$ cat src/rtl/motor_sim_pkg.sv
// -----------------------------------------------------------------------------
// motor_sim_pkg
// Shared constants and helpers for the motor signal generator:
//   - fault mode codes (healthy, imbalance, bearing, broken rotor bar)
//   - sine peak amplitude, LFSR seed and Galois tap mask
//   - bearing-fault burst amplitude and length
//   - lfsr_next : one Galois LFSR step
//   - sat16     : saturate an 18-bit signed sum to the 16-bit sample range
// -----------------------------------------------------------------------------
package motor_sim_pkg;

    localparam logic [1:0] FAULT_HEALTHY    = 2'd0;
    localparam logic [1:0] FAULT_IMBALANCE  = 2'd1;
    localparam logic [1:0] FAULT_BEARING    = 2'd2;
    localparam logic [1:0] FAULT_BROKEN_BAR = 2'd3;

    localparam int SINE_PEAK = 16000;

    // Galois form of x^16 + x^14 + x^13 + x^11 + 1, shifting right.
    localparam logic [15:0] LFSR_SEED = 16'hACE1;
    localparam logic [15:0] LFSR_TAPS = 16'hB400;

    localparam int BURST_AMP = 8000;
    localparam int BURST_LEN = 8;

    function automatic logic [15:0] lfsr_next(input logic [15:0] state);
        logic [15:0] shifted;
        shifted = {1'b0, state[15:1]};
        if (state[0]) begin
            return shifted ^ LFSR_TAPS;
        end else begin
            return shifted;
        end
    endfunction

    function automatic logic signed [15:0] sat16(input logic signed [17:0] value);
        if (value > 18'sd32767) begin
            return 16'sh7FFF;
        end else if (value < -18'sd32768) begin
            return 16'sh8000;
        end else begin
            return $signed(value[15:0]);
        end
    endfunction

endpackage

$ cat src/rtl/motor_signal_gen_sine_lut.sv
// -----------------------------------------------------------------------------
// sine_lut
// Combinational quarter-wave sine table (65 entries, peak SINE_PEAK).
// Ports:
//   phase : in  [7:0]  top phase bits; [7:6] quadrant, [5:0] table position
//   sine  : out signed [15:0]  sine sample
// -----------------------------------------------------------------------------
module sine_lut
    import motor_sim_pkg::*;
(
    input  logic        [7:0]  phase,
    output logic signed [15:0] sine
);

    // round(16000 * sin(pi/2 * k/64)), k = 0..64
    function automatic logic [15:0] quarter_wave(input logic [6:0] k);
        case (k)
            7'd0:  return 16'd0;     7'd1:  return 16'd393;   7'd2:  return 16'd785;
            7'd3:  return 16'd1177;  7'd4:  return 16'd1568;  7'd5:  return 16'd1959;
            7'd6:  return 16'd2348;  7'd7:  return 16'd2735;  7'd8:  return 16'd3121;
            7'd9:  return 16'd3506;  7'd10: return 16'd3888;  7'd11: return 16'd4267;
            7'd12: return 16'd4645;  7'd13: return 16'd5019;  7'd14: return 16'd5390;
            7'd15: return 16'd5758;  7'd16: return 16'd6123;  7'd17: return 16'd6484;
            7'd18: return 16'd6841;  7'd19: return 16'd7194;  7'd20: return 16'd7542;
            7'd21: return 16'd7886;  7'd22: return 16'd8226;  7'd23: return 16'd8560;
            7'd24: return 16'd8889;  7'd25: return 16'd9213;  7'd26: return 16'd9531;
            7'd27: return 16'd9844;  7'd28: return 16'd10150; 7'd29: return 16'd10451;
            7'd30: return 16'd10745; 7'd31: return 16'd11033; 7'd32: return 16'd11314;
            7'd33: return 16'd11588; 7'd34: return 16'd11855; 7'd35: return 16'd12115;
            7'd36: return 16'd12368; 7'd37: return 16'd12614; 7'd38: return 16'd12851;
            7'd39: return 16'd13081; 7'd40: return 16'd13304; 7'd41: return 16'd13518;
            7'd42: return 16'd13724; 7'd43: return 16'd13921; 7'd44: return 16'd14111;
            7'd45: return 16'd14292; 7'd46: return 16'd14464; 7'd47: return 16'd14627;
            7'd48: return 16'd14782; 7'd49: return 16'd14928; 7'd50: return 16'd15065;
            7'd51: return 16'd15192; 7'd52: return 16'd15311; 7'd53: return 16'd15420;
            7'd54: return 16'd15521; 7'd55: return 16'd15611; 7'd56: return 16'd15693;
            7'd57: return 16'd15764; 7'd58: return 16'd15827; 7'd59: return 16'd15880;
            7'd60: return 16'd15923; 7'd61: return 16'd15957; 7'd62: return 16'd15981;
            7'd63: return 16'd15995; 7'd64: return 16'(SINE_PEAK);
            default: return 16'd0;
        endcase
    endfunction

    logic [6:0]  lut_idx_s;
    logic [15:0] mag_s;

    // Fold the phase into one quarter wave, then restore the sign for the lower half.
    always_comb begin
        lut_idx_s = 7'd0;
        mag_s     = 16'd0;
        sine      = 16'sd0;
        if (phase[6]) begin
            lut_idx_s = 7'd64 - {1'b0, phase[5:0]};
        end else begin
            lut_idx_s = {1'b0, phase[5:0]};
        end
        mag_s = quarter_wave(lut_idx_s);
        if (phase[7]) begin
            sine = -$signed(mag_s);
        end else begin
            sine = $signed(mag_s);
        end
    end

endmodule

$ cat src/rtl/motor_signal_gen.sv
// -----------------------------------------------------------------------------
// motor_signal_gen
// Synthesises a signed 16-bit motor current/vibration sample stream with a
// selectable fault signature, DC offset and 1024-sample frame markers.
// Two-stage pipeline: an enable cycle yields sample_valid two cycles later.
// Optional feature macro NOISE_EN: when defined, LFSR noise (>>> NOISE_SHIFT)
// is added to every sample; otherwise noise is zero but the LFSR still steps.
// Ports:
//   clk          : in  system clock
//   rst          : in  synchronous active-high reset
//   enable       : in  generate one sample this cycle
//   freq_word    : in  [PHASE_W-1:0] phase increment per sample
//   fault_mode   : in  [1:0] 0 healthy, 1 imbalance, 2 bearing, 3 broken bar
//   dc_offset    : in  signed [15:0] added to every sample
//   signal       : out signed [15:0] generated sample (held when not valid)
//   sample_valid : out new sample on signal this cycle
//   frame_start  : out with sample_valid on sample index 0
// -----------------------------------------------------------------------------
module motor_signal_gen
    import motor_sim_pkg::*;
#(
    parameter int FRAME_LEN      = 1024,
    parameter int PHASE_W        = 16,
    parameter int IMPULSE_PERIOD = 100,
    parameter int NOISE_SHIFT    = 4
) (
    input  logic                      clk,
    input  logic                      rst,
    input  logic                      enable,
    input  logic        [PHASE_W-1:0] freq_word,
    input  logic        [1:0]         fault_mode,
    input  logic signed [15:0]        dc_offset,
    output logic signed [15:0]        signal,
    output logic                      sample_valid,
    output logic                      frame_start
);

    localparam int IDX_W = $clog2(FRAME_LEN);
    localparam int IMP_W = $clog2(IMPULSE_PERIOD);

`ifdef NOISE_EN
    localparam bit NOISE_ON = 1'b1;
`else
    localparam bit NOISE_ON = 1'b0;
`endif

    // Generator state
    logic        [PHASE_W-1:0] phase_r;
    logic        [IDX_W-1:0]   idx_r;
    logic        [IMP_W-1:0]   imp_r;
    logic        [15:0]        lfsr_r;
    logic        [1:0]         mode_r;

    // Stage-1 pipeline registers
    logic                      s1_valid_r;
    logic                      s1_first_r;
    logic signed [15:0]        s1_term_r;
    logic signed [15:0]        s1_noise_r;
    logic signed [15:0]        s1_dc_r;

    // Stage-1 combinational values
    logic                      first_s;
    logic        [1:0]         mode_s;
    logic        [IMP_W-1:0]   imp_s;
    logic        [IDX_W-1:0]   idx_next_s;
    logic        [IMP_W-1:0]   imp_next_s;
    logic signed [15:0]        fund_s;
    logic signed [15:0]        harm_s;
    logic signed [15:0]        base_s;
    logic signed [15:0]        burst_s;
    logic signed [15:0]        term_s;
    logic signed [15:0]        noise_s;
    logic signed [17:0]        sum_s;

    // Fundamental and 2nd harmonic; the harmonic's phase is 2*phase mod 2^PHASE_W.
    sine_lut u_sine_fund (
        .phase (phase_r[PHASE_W-1 -: 8]),
        .sine  (fund_s)
    );

    sine_lut u_sine_harm (
        .phase (phase_r[PHASE_W-2 -: 8]),
        .sine  (harm_s)
    );

    // Stage 1: latch the mode at frame start and build the fault-mode term.
    always_comb begin
        first_s    = (idx_r == '0);
        mode_s     = mode_r;
        imp_s      = imp_r;
        idx_next_s = idx_r + IDX_W'(1);
        imp_next_s = '0;
        base_s     = fund_s >>> 1;
        burst_s    = 16'sd0;
        term_s     = 16'sd0;
        noise_s    = 16'sd0;

        if (first_s) begin
            mode_s = fault_mode;
        end else begin
            mode_s = mode_r;
        end

        // A frame that latches the bearing mode restarts the impulse train.
        if (first_s && (fault_mode == FAULT_BEARING)) begin
            imp_s = '0;
        end else begin
            imp_s = imp_r;
        end

        if (idx_r == IDX_W'(FRAME_LEN - 1)) begin
            idx_next_s = '0;
        end else begin
            idx_next_s = idx_r + IDX_W'(1);
        end

        if (imp_s == IMP_W'(IMPULSE_PERIOD - 1)) begin
            imp_next_s = '0;
        end else begin
            imp_next_s = imp_s + IMP_W'(1);
        end

        // Decaying burst: amplitude halves on each of the first BURST_LEN samples.
        if (imp_s < IMP_W'(BURST_LEN)) begin
            burst_s = 16'(BURST_AMP) >>> imp_s[2:0];
        end else begin
            burst_s = 16'sd0;
        end

        case (mode_s)
            FAULT_HEALTHY:   term_s = base_s;
            FAULT_IMBALANCE: term_s = base_s + (harm_s >>> 2);
            FAULT_BEARING:   term_s = base_s + burst_s;
            FAULT_BROKEN_BAR: begin
                if (idx_r[6]) begin
                    term_s = fund_s >>> 2;
                end else begin
                    term_s = base_s;
                end
            end
            default:         term_s = base_s;
        endcase

        if (NOISE_ON) begin
            noise_s = $signed(lfsr_r) >>> NOISE_SHIFT;
        end else begin
            noise_s = 16'sd0;
        end

        sum_s = 18'(s1_term_r) + 18'(s1_noise_r) + 18'(s1_dc_r);
    end

    // Stage 1 registers and generator state; enable low inserts a bubble.
    always_ff @(posedge clk) begin
        if (rst) begin
            phase_r    <= '0;
            idx_r      <= '0;
            imp_r      <= '0;
            lfsr_r     <= LFSR_SEED;
            mode_r     <= FAULT_HEALTHY;
            s1_valid_r <= 1'b0;
            s1_first_r <= 1'b0;
            s1_term_r  <= 16'sd0;
            s1_noise_r <= 16'sd0;
            s1_dc_r    <= 16'sd0;
        end else begin
            s1_valid_r <= enable;
            if (enable) begin
                phase_r    <= phase_r + freq_word;
                idx_r      <= idx_next_s;
                imp_r      <= imp_next_s;
                lfsr_r     <= lfsr_next(lfsr_r);
                mode_r     <= mode_s;
                s1_first_r <= first_s;
                s1_term_r  <= term_s;
                s1_noise_r <= noise_s;
                // Offset travels with its sample so it is applied as seen at enable.
                s1_dc_r    <= dc_offset;
            end
        end
    end

    // Stage 2: saturating sum onto the registered outputs; signal holds between samples.
    always_ff @(posedge clk) begin
        if (rst) begin
            signal       <= 16'sd0;
            sample_valid <= 1'b0;
            frame_start  <= 1'b0;
        end else begin
            sample_valid <= s1_valid_r;
            frame_start  <= s1_valid_r & s1_first_r;
            if (s1_valid_r) begin
                signal <= sat16(sum_s);
            end
        end
    end

endmodule

$ cat config.mk
export PLATFORM = sky130hd
export DESIGN_NAME = motor_signal_gen
export DESIGN_NICKNAME = d
export VERILOG_FILES = /design/src/rtl/motor_sim_pkg.sv /design/src/rtl/motor_signal_gen_sine_lut.sv /design/src/rtl/motor_signal_gen.sv
export SDC_FILE = /design/constraint.sdc
export NUM_CORES = 1
export LEC_CHECK = 0
export ABC_AREA = 0
export CAP_MARGIN = 20
export CORE_UTILIZATION = 52
export DETAILED_ROUTE_END_ITERATION = 8
export HOLD_SLACK_MARGIN = 0.1
export PLACE_DENSITY = 0.71
export SYNTH_ARGS = -nofsm -noshare
export SYNTH_HDL_FRONTEND = slang
export SYNTH_MEMORY_MAX_BITS = 65536
export SYNTH_SLANG_ARGS = --single-unit
export TNS_END_PERCENT = 100
$ cat constraint.sdc
create_clock -name clk -period 22.1 [get_ports clk]
set_clock_uncertainty 0.15 [all_clocks]
set_input_delay 5.525 -clock clk [delete_from_list [all_inputs] [get_ports clk]]
set_output_delay 5.525 -clock clk [all_outputs]
set_load 0.1 [all_outputs]
==> out/metrics.cfg, run 1 <==
[setup_path]
setup.worst_path.end=s1_term_r[15]$_SDFFE_PP0P_
timing.critical_path.fanout_max=19
cp_slowest_stage_delay_ns=0.77
crit_cells=17
timing.critical_path.arrival_ns=10.51
timing.rr.end=s1_term_r[15]$_SDFFE_PP0P_
worst-path-buf-inv=1
worst_setup_path_start=fault_mode[0]

[final_timing]
hold_viol_final=0
setup_violations=0
tns_ns=0

[logic_synthesis]
ys_seq_elements=87
syn_avg_cell_area_um2=7.22
yosys_warnings=0
postSynthNetCount=1697

[final_layout]
seqCellArea_um2=1740
layout.non_clock_buffers=84
layout_top_cell_excl_fill_tap=nor2_1
final_antenna_diode_count=0
final_cell_area_um2=12300
logic_gate_count=1321

[clock_network]
postCtsResizedCells=0
post_cts_hold_buffer_count=0
cts_setup_buffers=0
cts_max_level=3

[placed_design]
placed_cell_area_um2=12000
dp_worst_setup_slack_ns=11.51

[detailed_routing]
first_pass_iters=8
initialDrtViolationCount=1521

[grt]
globalRoute.totalOverflow=0
first_pass_grt_wire_length_um=58900

[floorplan]
die_height_um=150

[pwr]
largestPowerGroup=combinational logic
total_power_mw=1.53
power.combinational.total_mw=1.18
power_leakage_nw=4.70

[min_path]
worst_hold_path_type=reg2reg

[run_status]
result_of_the_run=finished clean

## run 1: routing by layer
| layer | track usage [%] | vias to the layer above |
|---|---|---|
| li1 | - | 5925 |
| met3 | 5.42 | 121 |
| met5 | 0 | - |
| met4 | 13.4 | 0 |
| met2 | 49.6 | 652 |
| met1 | 44.6 | 5885 |
## run 1: synthesized netlist by cell type (all sizes together) (31+ instances only)
cell	n	share of area, %
mux2i	41	3.6
nor2	165	5.4
clkbuf	65	2.1
a21oi	121	5.3
nand3	52	2.3
buf	66	3.4
ha	69	7.5
o21ai	119	5.2
inv	45	1.5
xnor2	40	3.2
xor2	31	2.4
nand2	129	4.2
dfxtp	87	15
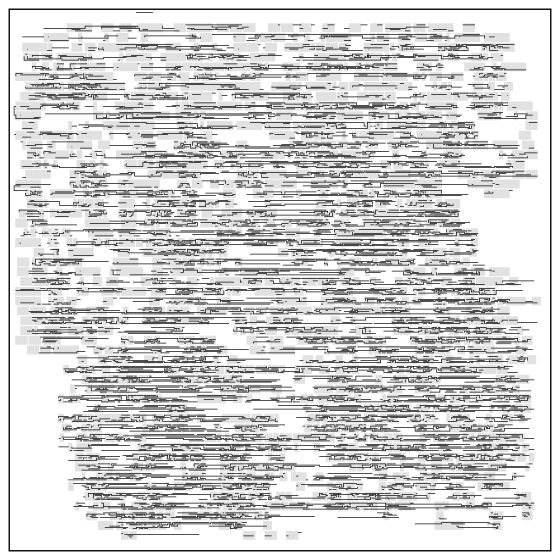
Figure 1: run 1, metal 1.
share of all routed wire	44%
main direction	horizontal
wire length on this layer	16,300 um

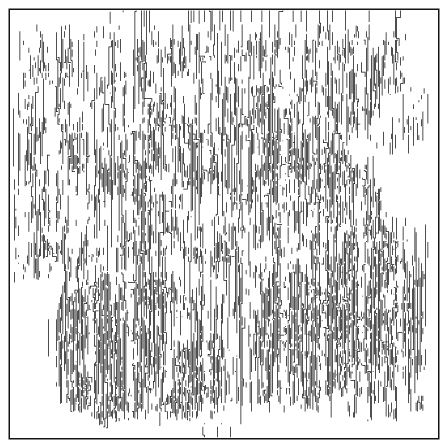
Figure 2: run 1, M2 wires.
main direction	vertical
longest straight run	42.3 um
nets with wire on the layer	1,362
wire length on this layer	16,000 um
total routed wirelength: 36,900 um
met2 usage in global routing: 49.6%
total vias in the final route: 12,600

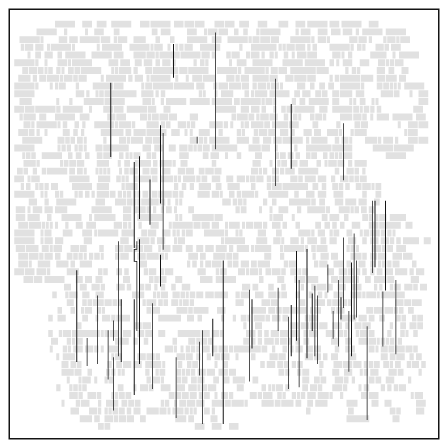
Figure 3: run 1, signal wires on met4.
main direction	vertical
share of all routed wire	3.7%

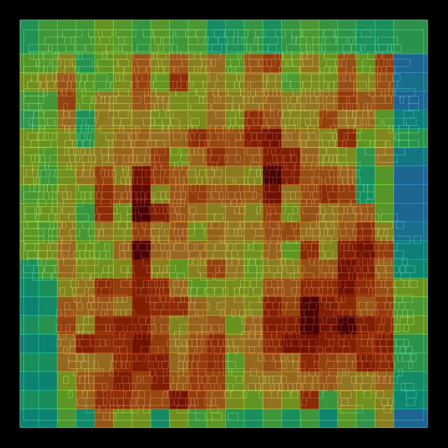
Figure 4: run 1, routing congestion.
fraction of the core area covered by cells at the end of the flow: 57.6%
met3 global-route usage: 5.42%
total routing usage reported by global routing: 32.4%
peak-usage layer in the global routing report: met2
global routing met1 resource utilization: 44.6%

==> run 2, diff against run 1 <==
Settings changed: PLACE_DENSITY 0.71 to 0.74.
Clock period 22.1 ns to 9.1 ns, I/O delays scaled along.
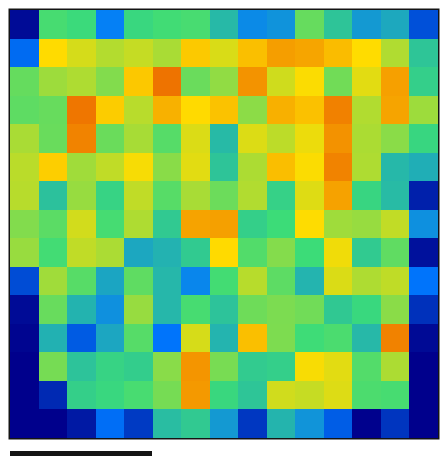
Figure 5: run 2, cell area per tile.
The bar under the picture is 50 um long. 15 x 15 tiles, from dark blue (low) to red (high), 0 to 100% covered.
emptiest ninth of the die	bottom left
tiles over 75% full	15%
mean over tiles	53%
nearly empty tiles	4.0%
fullest tile	87%

==> run 2 against run 1 <==
  * Power is 150% higher
  * Count of clock-buffer cells in the layout stayed put
  * Sequential share of layout area hardly changed
  * Area after synthesis stayed put
  * Cell count is 0.22% higher
  * Highest routed layer unchanged
  * Worst setup slack worse by 11 ns
  * Combinational power is 140% higher
  * Register-to-register slack worse by 12 ns
  * Utilization is 0.12 points higher
  * Hold slack worse by 0.00080 ns
  * Critical path depth is 8 higher
  * Flip-flop count stayed put
==> out/metrics.cfg, run 2 <==
[pwr]
power_leakage_nw=4.72
total_power_mw=3.76

[setup_path]
setup.worst_path.end=s1_term_r[15]$_SDFFE_PP0P_
timing.reg2reg.worst_path_depth=25
cp_slowest_stage_delay_ns=0.88
worst-path-buf-inv=2
timing.critical_path.arrival_ns=8.35
critical_path.top_delay_family=AND-OR/OR-AND gates
worst_setup_path_start=phase_r[8]$_SDFFE_PP0P_
crit_cells=25
critPathSlowestCell=a2111oi_0
crit_top_cell=ha_1
timing.critical_path.fanout_max=23
timing.rr.end=s1_term_r[15]$_SDFFE_PP0P_

[grt]
globalRoute.totalOverflow=0
global_routing_met1_resource_utilization_pct=47.1
first_pass_grt_wire_length_um=61800
pin_count_of_the_biggest_net_entering_global_routing=79
gr-max-usage-layer=met2
met3_global_route_usage_pct=5.88
globalRouteTotalUtil_pct=34.3
gr-usage-met2_pct=53.3
grt_antenna_before_repair=0

[logic_synthesis]
yosys_warnings=0
ys_types=107
synth.area.top_cells=dfxtp_1 (15%), ha_1 (7.5%), nor2_1 (5.4%), a21oi_1 (5.3%), o21ai_0 (5.0%)
synthCells=1588
postSynthNetCount=1697
yosys-stat-area_um2=11500
syn-cell-area_um2=11500
simple_gate_share_pct=23.5
ys_seq_elements=87
post_synth_main_logic_family=AND-OR/OR-AND gates
compound_area_share_pct=35.5
synth_top_cell_by_area=dfxtp_1
syn_avg_cell_area_um2=7.22
post_synth_arst_share_pct=0
ys_cells=1588
synth.cells.most_frequent=nor2_1 (165), nand2_1 (128), a21oi_1 (121)
proportion_of_synthesized_area_in_mux_cells_pct=4.66
synthMostInstantiatedCell=nor2_1
synthFlopType=dfxtp_1
top_area_share_pct=15.2

[placed_design]
placedCellCount=1819
gpl.final_weighted_congestion=1.02
placed_cell_area_um2=12000
dp_worst_setup_slack_ns=1.24
dp_hpwl_um=27800

[min_path]
worst_hold_path_type=reg2reg
worstHoldPathCells=1

[final_timing]
setup_violations=0
hold_slack_ns=0.317
clock.fmax_mhz=121
maxSlewViolCount=0
timing_worst_slew_pin_value_ns=1.02
hold_viol_final=0
tns_ns=0

[clock_network]
clk_path_buf_depth=2
inserted_clock_buffers=9
cts_max_level=3
post_cts_hold_buffer_count=0
cts_root_buf=clkbuf_16
clk_pin_slew_ns=0.08
cts_setup_buffers=0
tritoncts_clock_tree=yes
total_number_of_clock_tree_sinks=87
postCtsResizedCells=0

[final_layout]
final_net_count=1665
final_util_pct=57.7
layout_top_cell_excl_fill_tap=nor2_1
final_cell_area_um2=12300
final_antenna_diode_count=0
synthToLayoutAreaGrowth_pct=7.17

[floorplan]
floorplan.core_area_um2=21300
die_height_um=150

[detailed_routing]
route.detailed.drc=0
initialDrtViolationCount=1593
first_pass_iters=8

[run_status]
result_of_the_run=finished clean

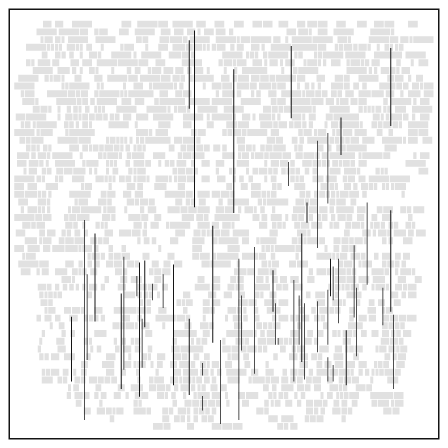
Figure 6: run 2, signal wires on met4.
share of all routed wire	3.4%
main direction	vertical
nets with wire on the layer	47
total routed wirelength: 39,000 um
total vias in the final route: 12,700

## run 2: cell counts after synthesis
No cell type changed its count.
## run 2: final cells by class
| type | count | area, um^2 |
|---|---|---|
| clock buffers | 9 | 225 |
| multi-input cells | 1321 | 8920 |
| inverters | 49 | 184 |
| repair buffers | 88 | 806 |
| clock inverters | 7 | 62.6 |
| fillers | 2026 | 9000 |
| well taps | 275 | 344 |
| flip-flops and latches | 87 | 1740 |
## run 2: power by group
part / switching, mW / internal [mW]
combinational: 1.82 / 1.07
clock: 0.189 / 0.193
sequential: 0.0592 / 0.430
## run 2: metal layers
metal | part of all wire [%] | up-vias
met2 | 44 | 746
met3 | 10 | 115
met5 | 0 | -
met1 | 42 | 5904
li1 | - | 5917
met4 | 3.3 | 0
Power figures rest on the tool's default switching activity, not on a simulated workload.
